Clock distribution:
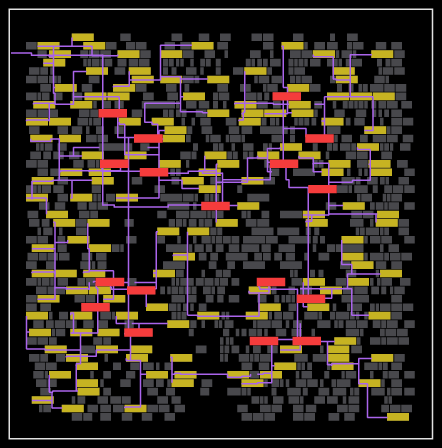
Cell density map:
14 x 14 tiles, from dark blue (low) to red (high), 0 to 100% covered.
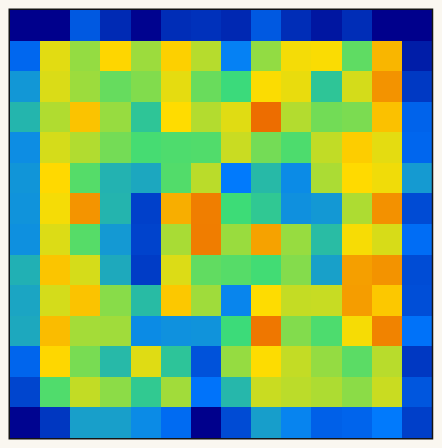
Routing congestion map:
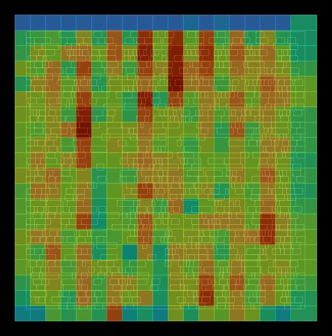
Signal wires by layer:
Bar = 50 um.
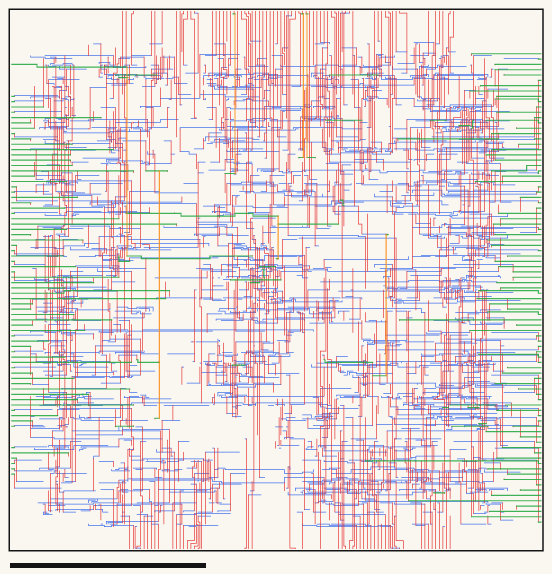
Logic cells by family:
Bar = 50 um.
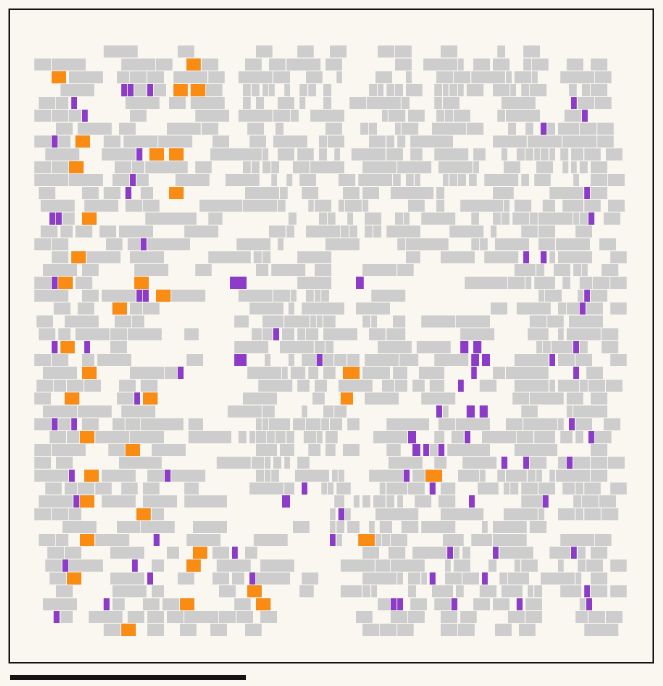
### src/rtl/mem_port_arbiter_pkg.sv
// Shared types and constants for the fetch/data memory port arbiter.
// Holds the FSM encoding, byte-enable patterns and the alignment rule.
package mem_port_arbiter_pkg;

  typedef enum logic [1:0] {
    IDLE  = 2'd0,
    GNT_I = 2'd1,
    GNT_D = 2'd2,
    RESP  = 2'd3
  } arb_state_e;

  localparam logic [3:0] BE_WORD    = 4'hF;
  localparam logic [3:0] BE_HALF_LO = 4'b0011;
  localparam logic [3:0] BE_HALF_HI = 4'b1100;

  localparam int STARVE_LIMIT_DEF = 4;

  // Words need addr[1:0]==0 and halves need addr[0]==0.
  // Every other enable pattern is treated as legal.
  function automatic logic is_misaligned(input logic [3:0] be, input logic [1:0] a_lo);
    case (be)
      BE_WORD:               return a_lo != 2'b00;
      BE_HALF_LO, BE_HALF_HI: return a_lo[0];
      default:               return 1'b0;
    endcase
  endfunction

endpackage

### src/rtl/mem_port_arbiter_if.sv
// Bus bundle between the fetch port, the data port, the memory and the arbiter.
// slave = arbiter view, master = requesters + memory view.
interface mem_port_arbiter_if #(
  parameter int ADDR_W = 32,
  parameter int DATA_W = 32
);
  logic              i_req;
  logic [ADDR_W-1:0] i_addr;
  logic              i_ack;
  logic [DATA_W-1:0] i_rdata;
  logic              i_err;

  logic              d_req;
  logic              d_we;
  logic [ADDR_W-1:0] d_addr;
  logic [DATA_W-1:0] d_wdata;
  logic [3:0]        d_be;
  logic              d_ack;
  logic [DATA_W-1:0] d_rdata;
  logic              d_err;

  logic              m_req;
  logic              m_we;
  logic [ADDR_W-1:0] m_addr;
  logic [DATA_W-1:0] m_wdata;
  logic [3:0]        m_be;
  logic              m_ready;
  logic [DATA_W-1:0] m_rdata;

  logic              busy;

  modport slave (
    input  i_req, i_addr,
    output i_ack, i_rdata, i_err,
    input  d_req, d_we, d_addr, d_wdata, d_be,
    output d_ack, d_rdata, d_err,
    output m_req, m_we, m_addr, m_wdata, m_be,
    input  m_ready, m_rdata,
    output busy
  );

  modport master (
    output i_req, i_addr,
    input  i_ack, i_rdata, i_err,
    output d_req, d_we, d_addr, d_wdata, d_be,
    input  d_ack, d_rdata, d_err,
    input  m_req, m_we, m_addr, m_wdata, m_be,
    output m_ready, m_rdata,
    input  busy
  );
endinterface

### src/rtl/mem_port_arbiter_align_chk.sv
// Combinational misalignment check for one requester port.
module mem_port_arbiter_align_chk
  import mem_port_arbiter_pkg::*;
(
  input  logic [1:0] addr_lo,
  input  logic [3:0] be,
  output logic       misaligned
);
  assign misaligned = is_misaligned(be, addr_lo);
endmodule

### src/rtl/mem_port_arbiter.sv
// Arbitrates instruction fetch and load/store onto one single-ported memory.
// Data has priority; a starvation counter forces a fetch grant at STARVE_LIMIT.
module mem_port_arbiter
  import mem_port_arbiter_pkg::*;
#(
  parameter int ADDR_W       = 32,
  parameter int DATA_W       = 32,
  parameter int STARVE_LIMIT = STARVE_LIMIT_DEF
) (
  input  logic               clk,
  input  logic               reset,
  mem_port_arbiter_if.slave  bus
);
  localparam logic [3:0] LIM = 4'(STARVE_LIMIT);

  arb_state_e        state, state_nxt;
  logic [3:0]        starve_cnt;
  logic              win_d;
  logic              err_dly;
  logic              i_mis, d_mis;
  logic              grant_i, grant_d, done;

  logic              m_req_q, m_we_q;
  logic [ADDR_W-1:0] m_addr_q;
  logic [DATA_W-1:0] m_wdata_q, i_rdata_q, d_rdata_q;
  logic [3:0]        m_be_q;
  logic              i_err_q, d_err_q;

  mem_port_arbiter_align_chk u_chk_i (
    .addr_lo    (bus.i_addr[1:0]),
    .be         (BE_WORD),
    .misaligned (i_mis)
  );

  mem_port_arbiter_align_chk u_chk_d (
    .addr_lo    (bus.d_addr[1:0]),
    .be         (bus.d_be),
    .misaligned (d_mis)
  );

  always_ff @(posedge clk) begin
    if (reset) state <= IDLE;
    else       state <= state_nxt;
  end

  always_comb begin
    state_nxt = state;
    grant_i   = 1'b0;
    grant_d   = 1'b0;
    done      = 1'b0;
    case (state)
      IDLE: begin
        if (bus.i_req && (!bus.d_req || starve_cnt == LIM)) begin
          grant_i   = 1'b1;
          state_nxt = i_mis ? RESP : GNT_I;
        end else if (bus.d_req) begin
          grant_d   = 1'b1;
          state_nxt = d_mis ? RESP : GNT_D;
        end
      end
      GNT_I, GNT_D: begin
        if (bus.m_ready) begin
          done      = 1'b1;
          state_nxt = RESP;
        end
      end
      RESP: begin
        // error responses spend one silent cycle here so their ack lines up
        // with the zero-wait memory path
        if (!err_dly) state_nxt = IDLE;
      end
      default: state_nxt = IDLE;
    endcase
  end

  always_ff @(posedge clk) begin
    if (reset) begin
      starve_cnt <= '0;
      win_d      <= 1'b0;
      err_dly    <= 1'b0;
      m_req_q    <= 1'b0;
      m_we_q     <= 1'b0;
      m_addr_q   <= '0;
      m_wdata_q  <= '0;
      m_be_q     <= '0;
      i_rdata_q  <= '0;
      d_rdata_q  <= '0;
      i_err_q    <= 1'b0;
      d_err_q    <= 1'b0;
    end else begin
      if (state == RESP) err_dly <= 1'b0;

      if (grant_i) begin
        win_d      <= 1'b0;
        starve_cnt <= '0;
        if (i_mis) begin
          i_err_q   <= 1'b1;
          i_rdata_q <= '0;
          err_dly   <= 1'b1;
        end else begin
          i_err_q   <= 1'b0;
          m_req_q   <= 1'b1;
          m_we_q    <= 1'b0;
          m_addr_q  <= bus.i_addr;
          m_wdata_q <= '0;
          m_be_q    <= BE_WORD;
        end
      end

      if (grant_d) begin
        win_d <= 1'b1;
        if (bus.i_req && starve_cnt != LIM) starve_cnt <= starve_cnt + 4'd1;
        if (d_mis) begin
          d_err_q   <= 1'b1;
          d_rdata_q <= '0;
          err_dly   <= 1'b1;
        end else begin
          d_err_q   <= 1'b0;
          m_req_q   <= 1'b1;
          m_we_q    <= bus.d_we;
          m_addr_q  <= bus.d_addr;
          m_wdata_q <= bus.d_wdata;
          m_be_q    <= bus.d_be;
        end
      end

      if (done) begin
        m_req_q <= 1'b0;
        if (!win_d)       i_rdata_q <= bus.m_rdata;
        else if (!m_we_q) d_rdata_q <= bus.m_rdata;
      end
    end
  end

  assign bus.i_ack   = (state == RESP) && !err_dly && !win_d;
  assign bus.d_ack   = (state == RESP) && !err_dly &&  win_d;
  assign bus.i_rdata = i_rdata_q;
  assign bus.d_rdata = d_rdata_q;
  assign bus.i_err   = i_err_q;
  assign bus.d_err   = d_err_q;
  assign bus.m_req   = m_req_q;
  assign bus.m_we    = m_we_q;
  assign bus.m_addr  = m_addr_q;
  assign bus.m_wdata = m_wdata_q;
  assign bus.m_be    = m_be_q;
  assign bus.busy    = (state != IDLE);

endmodule

### src/flat_wrapper.sv
// flat-port wrapper written by rule: the top's interface ports become plain ports
module mem_port_arbiter_flat import mem_port_arbiter_pkg::*;
#(
  parameter int ADDR_W       = 32,
  parameter int DATA_W       = 32,
  parameter int STARVE_LIMIT = STARVE_LIMIT_DEF
)
  (clk, reset, bus_i_req, bus_i_addr, bus_i_ack, bus_i_rdata, bus_i_err, bus_d_req, bus_d_we, bus_d_addr, bus_d_wdata, bus_d_be, bus_d_ack, bus_d_rdata, bus_d_err, bus_m_req, bus_m_we, bus_m_addr, bus_m_wdata, bus_m_be, bus_m_ready, bus_m_rdata, bus_busy);
  mem_port_arbiter_if #(.ADDR_W(ADDR_W), .DATA_W(DATA_W)) bus_i ();
  input  logic clk;
  input  logic reset;
  input wire logic [$bits(bus_i.i_req)-1:0] bus_i_req;
  input wire logic [$bits(bus_i.i_addr)-1:0] bus_i_addr;
  output wire logic [$bits(bus_i.i_ack)-1:0] bus_i_ack;
  output wire logic [$bits(bus_i.i_rdata)-1:0] bus_i_rdata;
  output wire logic [$bits(bus_i.i_err)-1:0] bus_i_err;
  input wire logic [$bits(bus_i.d_req)-1:0] bus_d_req;
  input wire logic [$bits(bus_i.d_we)-1:0] bus_d_we;
  input wire logic [$bits(bus_i.d_addr)-1:0] bus_d_addr;
  input wire logic [$bits(bus_i.d_wdata)-1:0] bus_d_wdata;
  input wire logic [$bits(bus_i.d_be)-1:0] bus_d_be;
  output wire logic [$bits(bus_i.d_ack)-1:0] bus_d_ack;
  output wire logic [$bits(bus_i.d_rdata)-1:0] bus_d_rdata;
  output wire logic [$bits(bus_i.d_err)-1:0] bus_d_err;
  output wire logic [$bits(bus_i.m_req)-1:0] bus_m_req;
  output wire logic [$bits(bus_i.m_we)-1:0] bus_m_we;
  output wire logic [$bits(bus_i.m_addr)-1:0] bus_m_addr;
  output wire logic [$bits(bus_i.m_wdata)-1:0] bus_m_wdata;
  output wire logic [$bits(bus_i.m_be)-1:0] bus_m_be;
  input wire logic [$bits(bus_i.m_ready)-1:0] bus_m_ready;
  input wire logic [$bits(bus_i.m_rdata)-1:0] bus_m_rdata;
  output wire logic [$bits(bus_i.busy)-1:0] bus_busy;
  assign bus_i.i_req = bus_i_req;
  assign bus_i.i_addr = bus_i_addr;
  assign bus_i_ack = bus_i.i_ack;
  assign bus_i_rdata = bus_i.i_rdata;
  assign bus_i_err = bus_i.i_err;
  assign bus_i.d_req = bus_d_req;
  assign bus_i.d_we = bus_d_we;
  assign bus_i.d_addr = bus_d_addr;
  assign bus_i.d_wdata = bus_d_wdata;
  assign bus_i.d_be = bus_d_be;
  assign bus_d_ack = bus_i.d_ack;
  assign bus_d_rdata = bus_i.d_rdata;
  assign bus_d_err = bus_i.d_err;
  assign bus_m_req = bus_i.m_req;
  assign bus_m_we = bus_i.m_we;
  assign bus_m_addr = bus_i.m_addr;
  assign bus_m_wdata = bus_i.m_wdata;
  assign bus_m_be = bus_i.m_be;
  assign bus_i.m_ready = bus_m_ready;
  assign bus_i.m_rdata = bus_m_rdata;
  assign bus_busy = bus_i.busy;
  mem_port_arbiter #(.ADDR_W(ADDR_W), .DATA_W(DATA_W), .STARVE_LIMIT(STARVE_LIMIT)) u_core (.clk(clk), .reset(reset), .bus(bus_i));
endmodule
### config.mk
export PLATFORM = sky130hd
export DESIGN_NAME = mem_port_arbiter_flat
export DESIGN_NICKNAME = d
export VERILOG_FILES = /design/src/rtl/mem_port_arbiter_pkg.sv /design/src/rtl/mem_port_arbiter_if.sv /design/src/rtl/mem_port_arbiter_align_chk.sv /design/src/rtl/mem_port_arbiter.sv /design/src/flat_wrapper.sv
export SDC_FILE = /design/constraint.sdc
export NUM_CORES = 1
export LEC_CHECK = 0
export CORE_AREA = 5 5 131 133
export CTS_BUF_LIST = sky130_fd_sc_hd__clkbuf_8 sky130_fd_sc_hd__clkbuf_16
export DETAILED_ROUTE_END_ITERATION = 12
export DIE_AREA = 0 0 136 138
export PLACE_DENSITY_LB_ADDON = 0.08
export SLEW_MARGIN = 20
export SYNTH_ARGS = -nofsm -noshare
export SYNTH_HDL_FRONTEND = slang
export SYNTH_HIERARCHICAL = 1
export SYNTH_SLANG_ARGS = --single-unit
export TNS_END_PERCENT = 10
### constraint.sdc
create_clock -name clk -period 1.85 [get_ports clk]
set_input_delay 0.2775 -clock clk [delete_from_list [all_inputs] [get_ports clk]]
set_output_delay 0.2775 -clock clk [all_outputs]
set_load 0.01 [all_outputs]
==> results_dict.tcl <==
# metrics dict for downstream scripts
set metrics [dict create \
    status "completed" \
    p_leak_uw 0.003530 \
    overflow 0 \
    start_kind "register" \
    synthCells 616 \
    cts_tree "done" \
    yosys.area_share.adder_pct 0.9040 \
    crit_path_top_delay_cell "dfxtp_1" \
    maxCapViolations 0 \
    ys_sh_xor_pct 0 \
    first_pass_iters 5 \
    power_clock_uw 3410 \
    cpLargestDelayFamily "buffers and inverters" \
    ys_cells 616 \
    grt_max_degree 75 \
    p_int_uw 7950 \
    hold_class "input port to register" \
    clk_pin_slew_ns 0.06 \
    p_switching_uw 3767 \
    antenna_found_initial 0 \
    synthTopLogicFamily "AND-OR/OR-AND gates" \
    p_per_area_nw_per_um2 1233 \
    clkLatencyLatePin_ns 0.41 \
    synth.distinct_cells 37 \
    pwr-share-seq_pct 34.1 \
    fin_cells 1135 \
    finalHoldViolations 0 \
    hold_slack_ns 0.2262 \
    crit_path_end_kind "register" \
    total_power_uw 11720 \
    clock_skew_ns 0.006949 \
    hold_depth 2 \
]
About 'clock distribution':
[flip-flops] yellow | count: 144
[clock-net drivers] red | count: 17
[clock wires] purple | length: 1820 um
routed clock nets: 18
flops lie: widely spread

About 'cell density map':
fullest tile: 88%
nearly empty tiles: 3.6%
mean over tiles: 49%

About 'routing congestion map':
post-DR wirelength/cell: 17.43 um
M1 GR Usage: 23.03%
gr usage total: 19.81%
routing usage on met2: 33.59%

About 'signal wires by layer':
[M3] green | wire length: 1920 um
[M2] red | wire length: 9410 um
[M4] orange | wire length: 273 um
[M1] blue | wire length: 8180 um

About 'logic cells by family':
[non-inverting ao/oa cells] orange | cells: 36 | most used: a22o_1
[nor cells] purple | cells: 87 | most used: nor2_1 | where: widely spread

[per-layer routing]
layer,vias to the layer above,global-route usage (%),routed length (um)
li1,2754,-,-
met2,223,33.59,9410
met5,-,0,0
met4,0,5.942,272
met3,17,7.656,1915
met1,2672,23.03,8180
[layout make-up]
| type | count | share of cell area, % |
|---|---|---|
| repair buffers | 316 | 34.42 |
| clock buffers | 18 | 4.620 |
| multi-input cells | 421 | 25.89 |
| inverters | 6 | 0.2369 |
| well taps | 216 | 2.843 |
| flip-flops and latches | 144 | 30.33 |
| clock inverters | 14 | 1.659 |
Power figures rest on the tool's default switching activity, not on a simulated workload.
